Design inst_queue, sky130hd; sources not shown.
clocks.png
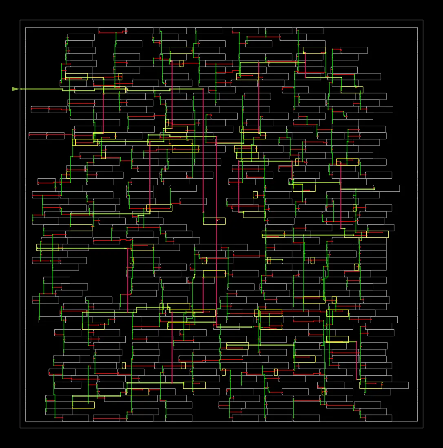
flop count: 405
CTS sink count: 405
clock network power: 1.19 mW
total CTS buffers: 39

clk_routes.png
The bar under the picture is 50 um long.
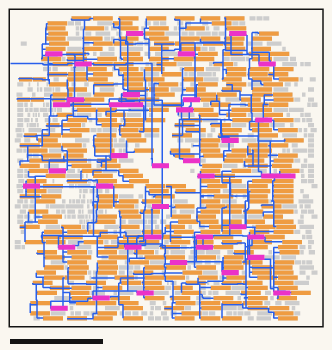
[magenta] clock drivers | count: 39
[blue] clock wires | length: 4080 um
[orange] flip-flops | count: 405
flops lie: spread over the die
routed clock nets: 40
clock network fraction of design power: 0.404
Clock Skew: 0.0162 ns
clk_lat worst skew: 0.52 ns

flops_by_reg.png
The bar under the picture is 50 um long.
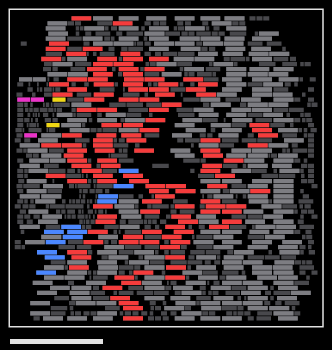
[yellow] rd_ptr | placed flops: 2
[red] imm_mem | placed flops: 128
[blue] fmt_mem | placed flops: 12
[magenta] count | placed flops: 3
not colored: 260
fin util: 0.722
P_seq: 1.66 mW

sizes.png
The bar under the picture is 50 um long.
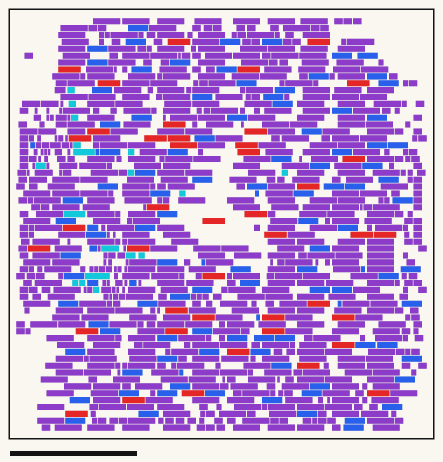
[purple] _0 and _1 cells | cells: 796
[blue] _2 cells | cells: 111
[red] _6 and larger | cells: 42
[cyan] _3 and _4 cells | cells: 18
Signal buffers: 180
worst setup margin: 5.56 ns

detail.png
Window x 110 to 140, y 27 to 57 um. Cells in gray, sequential cells in the stronger gray; small squares are vias.
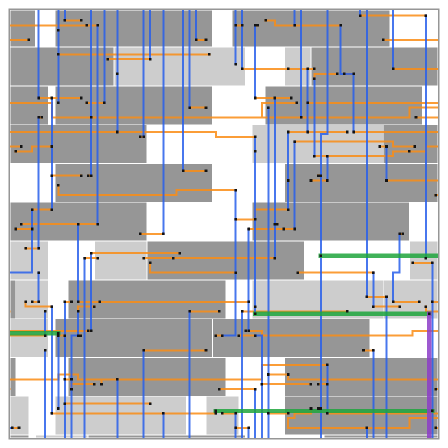
[green] metal 3
[blue] metal 2
[purple] metal 4
[orange] metal 1
cells with their middle in the window: 28
sequential cells in the window: 18
most frequent: edfxtp_1 (18), clkbuf_16 (4), and2_1 (3)

==> CHANGELOG.md <==
## Implementation

- Number of enable flip-flop cells: 396
- Logic pwr share: 0.032
- Cell count after synthesis: 759
- VDD IR max: 0.127 mV
- Sequential power share: 0.564
- Setup TNS: 0 ns
- Overall routed net length: 31200 um
- Pint: 2.39 mW
- CP max stage cell: buf_4
- Final instance area: 19100 sq um
- Power per cell area: 154 nW/um^2
- Postcts setup bufs: 0
- Non-filler cells, final: 1310
- Sw Ratio: 0.190
- Worst path required time: 9.59 ns
- Overall Global Routing Usage: 0.223
- Top logic family: multiplexers
- Lkg Pwr: 6.19 nW
- Worst r2r path cells: 4
- Crit path arrival time: 4.03 ns
- Slew HR: 0.311
- Yosys cell count: 759
- Congestion Overflow GR: 0
- Max Freq: 0.175 GHz
- Layout cells sized above 1: 0.177
- Most used flip-flop cell after synthesis: edfxtp_1
- Worst hold stages: 2
- Slew at the pin closest to its max-slew limit: 1.03 ns
- Status: complete, no violations
- Synth Register Bits: 405
- Ys async rst share: 0
- Number of global-route vias before repair: 8201
final cells by class:
cell class | instances | area [sq um] | area share
sequential | 405 | 12100 | 0.631
clock buffer | 52 | 1070 | 0.0558
timing repair buffer | 180 | 1780 | 0.0931
antenna | 2 | 5.00 | 0.000262
inverter | 10 | 37.5 | 0.00196
clock inverter | 14 | 87.6 | 0.00458
tap | 341 | 427 | 0.0223
multi-input combinational | 306 | 3640 | 0.190
metal layers:
| layer | part of all wire | track usage |
|---|---|---|
| met4 | 0.019 | 0.0573 |
| met5 | 0 | 0 |
| met1 | 0.41 | 0.314 |
| met2 | 0.50 | 0.368 |
| met3 | 0.074 | 0.0430 |
synthesized netlist by cell type (2+ instances only):
cell type    n  share of area
a21o_1      18         0.0085
a21oi_1      5         0.0016
a22o_1       4         0.0022
and2_1     103          0.040
and3b_1      2         0.0011
buf_2       15         0.0047
buf_8        2         0.0019
clkbuf_1    20         0.0047
dfxtp_1      9          0.011
edfxtp_1   396           0.75
ha_1         5         0.0039
inv_1       10         0.0024
mux4_2      99           0.14
nand2_1      4        0.00094
nand2b_1     2        0.00079
nand3_1      4         0.0013
nor2_1      17         0.0040
nor2b_1      9         0.0035
nor3_1       2        0.00063
o21ai_0      2        0.00063
o22ai_1      4         0.0016
or3_1        2        0.00079
xnor2_1      3         0.0016
xor2_1       2         0.0011
worst reg2reg max path: stages, from the launching register on:
cell and delay, ns:
dfxtp_1 0.35, nor2b_1 0.28, nor2b_1 0.37, and2_4 0.71, buf_4 0.79
power by group through the flow:
stage                     logic (mW)  registers [mW]  clock network [mW]
after global routing           0.102            1.66                1.27
after floorplan               0.0340            1.70                   0
after detailed placement      0.0951            1.69                   0
final                         0.0953            1.66                1.19
after global placement        0.0927            1.69                   0
after CTS                     0.0959            1.66                1.21
Power and IR drop assume default switching activity.
